**Run 1: sequential cells coloured by netlist name**

(3 px per um)
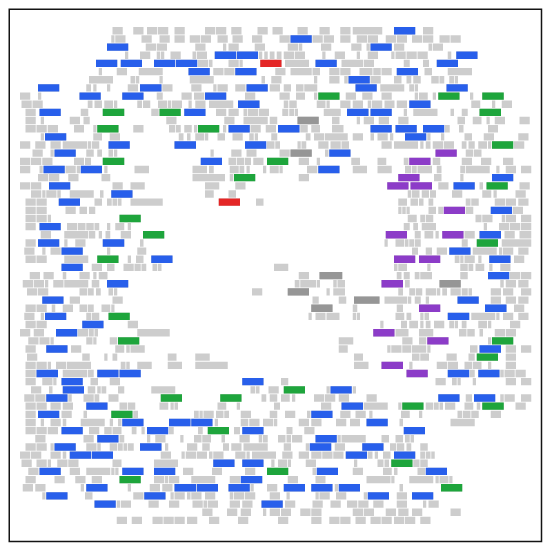
**Run 1: placement by cell class**

(3 px per um) Fill, decap, tap and diode cells in grey.
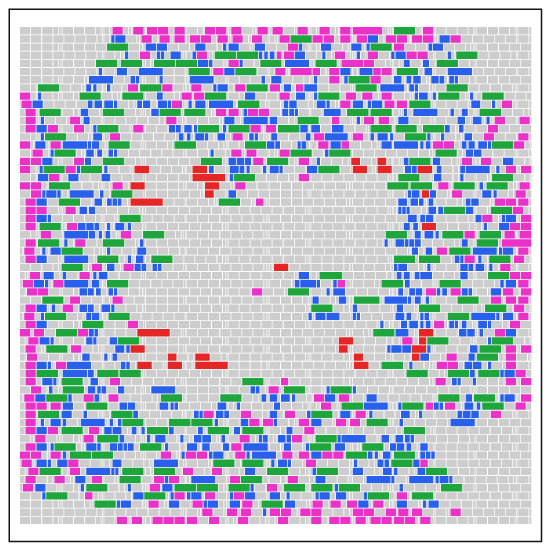
**Run 1: routed clock nets over the placement**

(3 px per um)
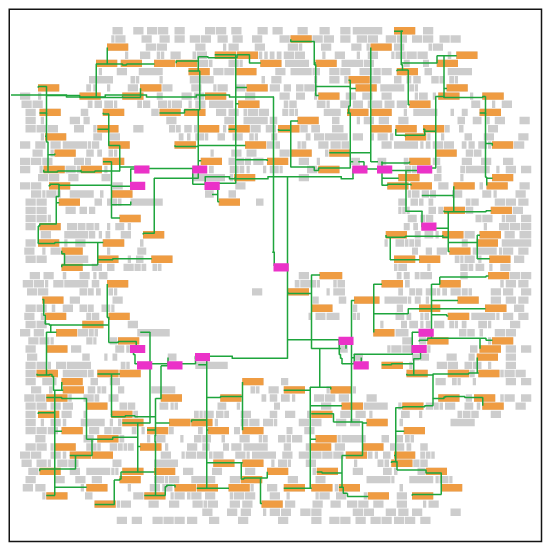
**Run 1: track usage over the die**

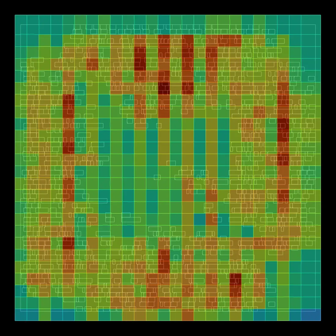
==> config.mk <==
export PLATFORM = sky130hd
export DESIGN_NAME = aes_blk_serial_arbiter
export DESIGN_NICKNAME = d
export VERILOG_FILES = /design/src/rtl/aes_blk_serial_arbiter.sv
export SDC_FILE = /design/constraint.sdc
export NUM_CORES = 1
export LEC_CHECK = 0
export CAP_MARGIN = 40
export CELL_PAD_IN_SITES_DETAIL_PLACEMENT = 0
export CELL_PAD_IN_SITES_GLOBAL_PLACEMENT = 2
export CORE_MARGIN = 3
export CORE_UTILIZATION = 29
export CTS_BUF_LIST = sky130_fd_sc_hd__clkbuf_4 sky130_fd_sc_hd__clkbuf_8
export DETAILED_ROUTE_END_ITERATION = 12
export GPL_ROUTABILITY_DRIVEN = 0
export PLACE_DENSITY = 0.95
export SLEW_MARGIN = 20
export SYNTH_ARGS = -nofsm -noshare
export SYNTH_HDL_FRONTEND = slang
export SYNTH_SLANG_ARGS = --single-unit
==> constraint.sdc <==
create_clock -name clk -period 6 [get_ports clk]
set_input_delay 0.9 -clock clk [delete_from_list [all_inputs] [get_ports clk]]
set_output_delay 0.9 -clock clk [all_outputs]
set_load 0.05 [all_outputs]
==> src/rtl/aes_blk_serial_arbiter.sv <==
`default_nettype none
// +----------------------------------------------------------------------------+
// | aes_blk_serial_arbiter: round-robin grant of 128-bit blocks, sent as 4x32b |
// | Rev 1.0                                                                    |
// +----------------------------------------------------------------------------+
module aes_blk_serial_arbiter #(
  parameter int N_REQ     = 2,
  parameter int MSW_FIRST = 0,
  parameter int CNT_W     = 16
) (
  input  logic                   clk,
  input  logic                   rst,
  input  logic [N_REQ-1:0]       req_valid,
  input  logic [N_REQ*128-1:0]   req_data,
  output logic [N_REQ-1:0]       req_ready,
  output logic                   out_valid,
  output logic [31:0]            out_data,
  output logic                   out_last,
  output logic [1:0]             out_src,
  input  logic                   out_ready,
  output logic                   busy,
  output logic [CNT_W-1:0]       blocks_done
);

  typedef enum logic [0:0] {
    S_IDLE = 1'b0,
    S_SEND = 1'b1
  } state_t;

  state_t       state_q;
  logic [1:0]   rr_ptr_q;
  logic [1:0]   beat_q;
  logic [127:0] hold_q;

  logic [3:0]   valid_pad;
  logic [1:0]   grant_d;
  logic         any_d;
  logic [127:0] sel_blk_d;
  logic [1:0]   rr_next_d;

  function automatic logic [1:0] wrap_idx(input logic [1:0] base, input int off);
    int s;
    s = int'(base) + off;
    if (s >= N_REQ) s = s - N_REQ;
    return s[1:0];
  endfunction

  // For MSW-first order, chunk k lives at word 3-k, which is ~k in two bits.
  function automatic logic [31:0] chunk(input logic [127:0] blk, input logic [1:0] k);
    logic [1:0] sel;
    sel = (MSW_FIRST != 0) ? ~k : k;
    return blk[{sel, 5'b0} +: 32];
  endfunction

  assign valid_pad = 4'(req_valid);

  // Scan from the highest offset down so the offset nearest rr_ptr wins.
  always_comb begin
    grant_d = 2'd0;
    any_d   = 1'b0;
    for (int k = N_REQ - 1; k >= 0; k--) begin
      if (valid_pad[wrap_idx(rr_ptr_q, k)]) begin
        grant_d = wrap_idx(rr_ptr_q, k);
        any_d   = 1'b1;
      end
    end
  end

  always_comb begin
    sel_blk_d = '0;
    for (int i = 0; i < N_REQ; i++) begin
      if (grant_d == 2'(i)) sel_blk_d = req_data[i*128 +: 128];
    end
  end

  assign rr_next_d = (grant_d == 2'(N_REQ - 1)) ? 2'd0 : grant_d + 2'd1;

  always_comb begin
    req_ready = '0;
    for (int i = 0; i < N_REQ; i++) begin
      req_ready[i] = (state_q == S_IDLE) && any_d && (grant_d == 2'(i));
    end
  end

  always_ff @(posedge clk) begin
    if (rst) begin
      state_q     <= S_IDLE;
      rr_ptr_q    <= 2'd0;
      beat_q      <= 2'd0;
      hold_q      <= '0;
      out_valid   <= 1'b0;
      out_data    <= '0;
      out_last    <= 1'b0;
      out_src     <= 2'd0;
      busy        <= 1'b0;
      blocks_done <= '0;
    end else begin
      case (state_q)
        S_IDLE: begin
          if (any_d) begin
            hold_q    <= sel_blk_d;
            out_src   <= grant_d;
            beat_q    <= 2'd0;
            rr_ptr_q  <= rr_next_d;
            out_valid <= 1'b1;
            busy      <= 1'b1;
            out_last  <= 1'b0;
            out_data  <= chunk(sel_blk_d, 2'd0);
            state_q   <= S_SEND;
          end
        end
        S_SEND: begin
          if (out_ready) begin
            if (beat_q == 2'd3) begin
              state_q     <= S_IDLE;
              out_valid   <= 1'b0;
              out_last    <= 1'b0;
              busy        <= 1'b0;
              blocks_done <= blocks_done + CNT_W'(1);
            end else begin
              beat_q   <= beat_q + 2'd1;
              out_data <= chunk(hold_q, beat_q + 2'd1);
              out_last <= (beat_q == 2'd2);
            end
          end
        end
        default: state_q <= S_IDLE;
      endcase
    end
  end

endmodule
`default_nettype wire
==> flow_summary.ini, run 1 <==
; synthesis and place-and-route metrics
[status]
status = completed

[worst_setup_path]
crit_family = buffers and inverters
crit_end = req_ready[1]
end_kind = primary output
crit_start = req_valid[0]
crit_top_cell = clkdlybuf4s50_1
cp_slowest_cell = clkdlybuf4s50_1
rr_endpoint = out_data[28]

[global_route]
grt_max_degree = 77
antenna_found_initial = 0
grt_pass1_wl_mm = 47.09

[final_layout]
num-nonclk-inverters = 1
seq_share_pct = 30.22
largest_reg_flops = 128
top_area_cell_class = logic gates
antenna_cells = 0
largestRegisters = hold_q (128), out_data (32), blocks_done (16)
layout_top_cells = clkdlybuf4s50_1 (313), dfxtp_1 (183), nor2_1 (177)
final_nets = 1407
sh_comb_area_pct = 35.29
drive_gt1_share_pct = 7.886
final_cells = 1532

[logic_synthesis]
ys_sh_adder_pct = 0.4430
yosys.area_share.aoi_pct = 21.38
flop_cell = dfxtp_1
synthTopCellsByCount = dfxtp_1 (185), nor2_1 (177), a222oi_1 (96)
syn_nets = 1158
syn_inst = 894
avgSynthCellArea_um2 = 9.478

[timing]
rsz0062_at_grt = no
tns_ns = 0
relSlewSlack_pct = 49.02
hold_slack_ns = 0.4770
setup_viol = 0

[routing]
drt_first_pass_iters = 9
vias = 8335
met1_length_mm = 12.65
drt-total-wl_mm = 30.62
routed_via_density = 5.441
dr_wl_met3_mm = 2.539

[clocking]
cts_sinks = 185
cts.clk_slew.worst_paths_ns = 0.09

[hold_path]
min-delay-start = out_src[1]
min_to = out_src[1]

[die]
die_area_um2 = 31300
core-area_um2 = 28320
io_pins = 316
fp.dieW_um = 176.9

[pwr]
power_density_nw_per_um2 = 255.0
power_leader = sequential cells

[placement]
dp.cells = 1502
place_ws_ns = 2.013
Back to the opening pictures, 'sequential cells coloured by netlist name':
legend:
  red:
    name_in_the_netlist: out_src
    flops: 2
  green:
    name_in_the_netlist: out_data
    flops: 32
    where: spread over the die
  blue:
    name_in_the_netlist: hold_q
    flops: 128
    where: spread over the die
  purple:
    name_in_the_netlist: blocks_done
    flops: 16
    where: east
not coloured: 7
register area: 3709 um2
Seq group: 0.00140 W
final core utilization: 43.34%

Back to the opening pictures, 'placement by cell class':
legend:
  blue:
    class: combinational and other logic
    cells: 609
    share_of_their_area: 37%
  magenta:
    class: remaining buffers and delay cells
    cells: 330
    share_of_their_area: 28%
  red:
    class: clock drivers and dummy loads
    cells: 30
    share_of_their_area: 3.6%
  green:
    class: sequential cells
    cells: 185
    share_of_their_area: 31%
fin area: 12,270 um2
Site Rows: 61

Back to the opening pictures, 'routed clock nets over the placement':
legend:
  magenta:
    item: clock drivers
    count: 17
  orange:
    item: flip-flops
    count: 185
  green:
    item: clock wires
    length: 2,650 um
routed clock nets: 18
flops lie: spread over the die
clock power share: 30.2%
Worst Skew: 0.01829 ns
P_clk: 0.000946 W
Skew-Pair Late Insertion Delay: 0.45 ns

Back to the opening pictures, 'track usage over the die':
grt met3 use: 5.620%
met2 usage in global routing: 32.64%

## Run 2: what changed since run 1
- CORE_UTILIZATION: 29 -> 24
- PLACE_DENSITY: 0.95 -> 0.88
- clock period: 6 -> 3.37 ns (I/O delays scaled with it)
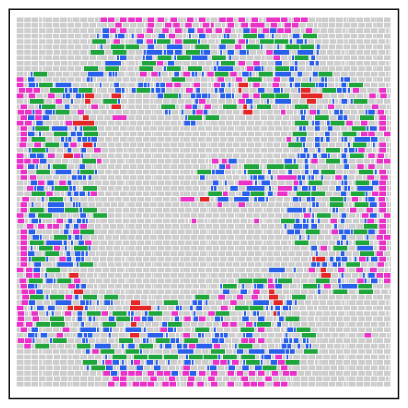
**Above:** run 2 (placement by cell class).
(2 px per um) Fill, decap, tap and diode cells in grey.
legend:
  magenta:
    class: remaining buffers and delay cells
    cells: 333
    share_of_their_area: 29%
  blue:
    class: combinational and other logic
    cells: 609
    share_of_their_area: 37%
  green:
    class: sequential cells
    cells: 185
    share_of_their_area: 31%
  red:
    class: clock drivers and dummy loads
    cells: 32
    share_of_their_area: 3.6%
sequential cell area share: 29.83%
fin area: 12,430 um2
core area: 34,630 um2

==> run 2 against run 1 <==
Net effect: combinational power up 84%; sequential power up 78%; clock-buffer cell count rose by 1; register-to-register slack worse by 2.6 ns; sequential cell count stayed put; utilization decreased by 7.4 points; wire length is 2.4% higher; synthesized cell count unchanged; synthesized area stayed put; critical path type unchanged.
==> flow_summary.ini, run 2 <==
; synthesis and place-and-route metrics
[logic_synthesis]
syn_nets = 1158
avgSynthCellArea_um2 = 9.478
postSynthSeqShare_pct = 43.71
synthSimpleGateAreaFrac_pct = 18.78
flop_cell = dfxtp_1
synthTopCellsByCount = dfxtp_1 (185), nor2_1 (177), a222oi_1 (96)
area_leaders = dfxtp_1 (44%), a222oi_1 (11%), mux4_2 (8.5%)
syn_inst = 894
ys_sh_adder_pct = 0.4430
yosys.area_share.aoi_pct = 21.38
syn-cell-area_um2 = 8473

[hold_path]
min_to = hold_q[108]
min-delay-start = rst

[die]
placementRows = 68
io_pins = 316
die_area_um2 = 37600

[final_layout]
top_area_cell_class = logic gates
final_nets = 1410
drive_gt1_share_pct = 8.456
layout_top_cells = clkdlybuf4s50_1 (311), dfxtp_1 (183), nor2_1 (177)
final_cells = 1615
num-nonclk-inverters = 1
antenna_cells = 1
largestRegisters = hold_q (128), out_data (32), blocks_done (16)
sh_comb_area_pct = 34.91
flop_area_um2 = 3709
final_core_util_pct = 35.90

[global_route]
grt_overflow_total = 0
antenna_found_initial = 1
grt_pass1_wl_mm = 48.17
grtUsageMet2_pct = 27.60
grt.busiest_layer = met2
grt_use_met3_pct = 4.674
grt_max_degree = 81

[worst_setup_path]
end_kind = primary output
crit_family = buffers and inverters
cp_slowest_cell = and3b_4
rr_endpoint = out_data[19]
crit_end = req_ready[1]

[timing]
tns_ns = 0
setup_viol = 0
report.final.slew_viol_count = 0
relSlewSlack_pct = 48.87
worst_clock_skew_ns = 0.01902

[placement]
place_ws_ns = 0.4297
post_dp_cell_area_um2 = 11980
dp.cells = 1581

[routing]
routed_via_density = 5.152
met1_length_mm = 13.35
drt_first_pass_iters = 8
vias = 8321
drt-total-wl_mm = 31.36

[pwr]
switching_share_pct = 30.71
power_leader = sequential cells
power_density_nw_per_um2 = 448.1
seq_power_w = 0.00249

[status]
status = completed

[clocking]
cts.clk_slew.worst_paths_ns = 0.11
clk_latency_ns = 0.48
root_buffer = clkbuf_8
## Run 3: what changed since run 2
- CORE_UTILIZATION: 24 -> 27
- PLACE_DENSITY: 0.88 -> 0.93
- clock period: 3.37 -> 2.7 ns (I/O delays scaled with it)
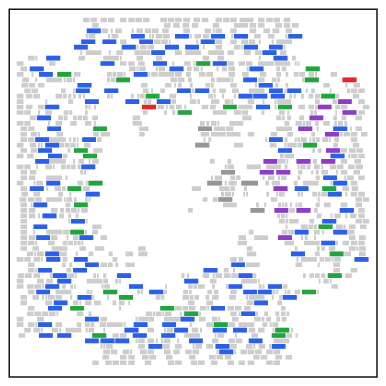
**Above:** run 3 (sequential cells coloured by netlist name).
(2 px per um)
legend:
  blue:
    name_in_the_netlist: hold_q
    flops: 128
    where: spread over the die
  purple:
    name_in_the_netlist: blocks_done
    flops: 16
    where: east
  red:
    name_in_the_netlist: out_src
    flops: 2
  green:
    name_in_the_netlist: out_data
    flops: 32
    where: spread over the die
not coloured: 7
final core utilization: 40.19%
Seq group: 0.00312 W

==> run 3 against run 2 <==
Net effect: synthesized area stayed put; synthesized cell count unchanged; hold slack got worse by 0.10 ns; wire length fell by 1.6%; global-route usage increased by 1.6 points; critical path type is now reg -> out; highest routed layer unchanged.
==> flow_summary.ini, run 3 <==
; synthesis and place-and-route metrics
[pwr]
power_density_nw_per_um2 = 545.8
switching_share_pct = 32.60
total_power_w = 0.006745
power.leakage_nw = 4.531
power_leader = sequential cells
clkPwrFrac_pct = 27.4

[hold_path]
min_to = out_src[0]
min-delay-start = rst
min_path_cells = 2

[logic_synthesis]
syn_nets = 1158
xor_share_pct = 0.9303
area_leaders = dfxtp_1 (44%), a222oi_1 (11%), mux4_2 (8.5%)
yosys.area_share.aoi_pct = 21.38
top_area_cell = dfxtp_1
avgSynthCellArea_um2 = 9.478
flop_cell = dfxtp_1
postSynthSeqShare_pct = 43.71
ys_cells = 894
synthSimpleGateAreaFrac_pct = 18.78
ys_sh_adder_pct = 0.4430
syn_inst = 894
syn-cell-area_um2 = 8473
synthTopCellsByCount = dfxtp_1 (185), nor2_1 (177), a222oi_1 (96)

[status]
status = completed

[clocking]
root_buffer = clkbuf_8
clk_latency_ns = 0.47
cts.clk_slew.worst_paths_ns = 0.12

[global_route]
antenna_found_initial = 0
grt_overflow_total = 0
grt_use_met3_pct = 4.919
grt_max_degree = 81
grt.busiest_layer = met2
grt_pass1_wl_mm = 46.99
grtUsageMet2_pct = 29.60

[routing]
routed_via_density = 5.333
met1_length_mm = 13.22
vias = 8303
drt_first_pass_iters = 8
drt-total-wl_mm = 30.86

[worst_setup_path]
crit_end = req_ready[1]
cp_slowest_cell = and3b_4
end_kind = primary output
rr_endpoint = blocks_done[15]
required_ns = 2.30
crit_family = simple AND/OR/NAND/NOR gates

[final_layout]
sh_comb_area_pct = 35.04
seq_share_pct = 30.01
fin_area_um2 = 12360
flop_area_um2 = 3709
flops = 185
antenna_cells = 0
layout_top_cells = clkdlybuf4s50_1 (311), dfxtp_1 (183), nor2_1 (177)
num-nonclk-inverters = 1
largestRegisters = hold_q (128), out_data (32), blocks_done (16)
top_area_cell_class = logic gates
drive_gt1_share_pct = 8.613
final_cells = 1557
final_nets = 1413

[timing]
finalClockPeriodUsage_pct = 89.29
relSlewSlack_pct = 52.36
worst_clock_skew_ns = 0.01963
hold_slack_ns = 0.3604
setup_viol = 0
report.final.slew_viol_count = 0
tns_ns = 0

[placement]
place_ws_ns = 0.2413
post_dp_cell_area_um2 = 11970
port_buffers = 315
dp.cells = 1525

[die]
tap_cells = 396
die_area_um2 = 33540
placementRows = 64
io_pins = 316
core-area_um2 = 30750
Power and IR drop assume default switching activity.
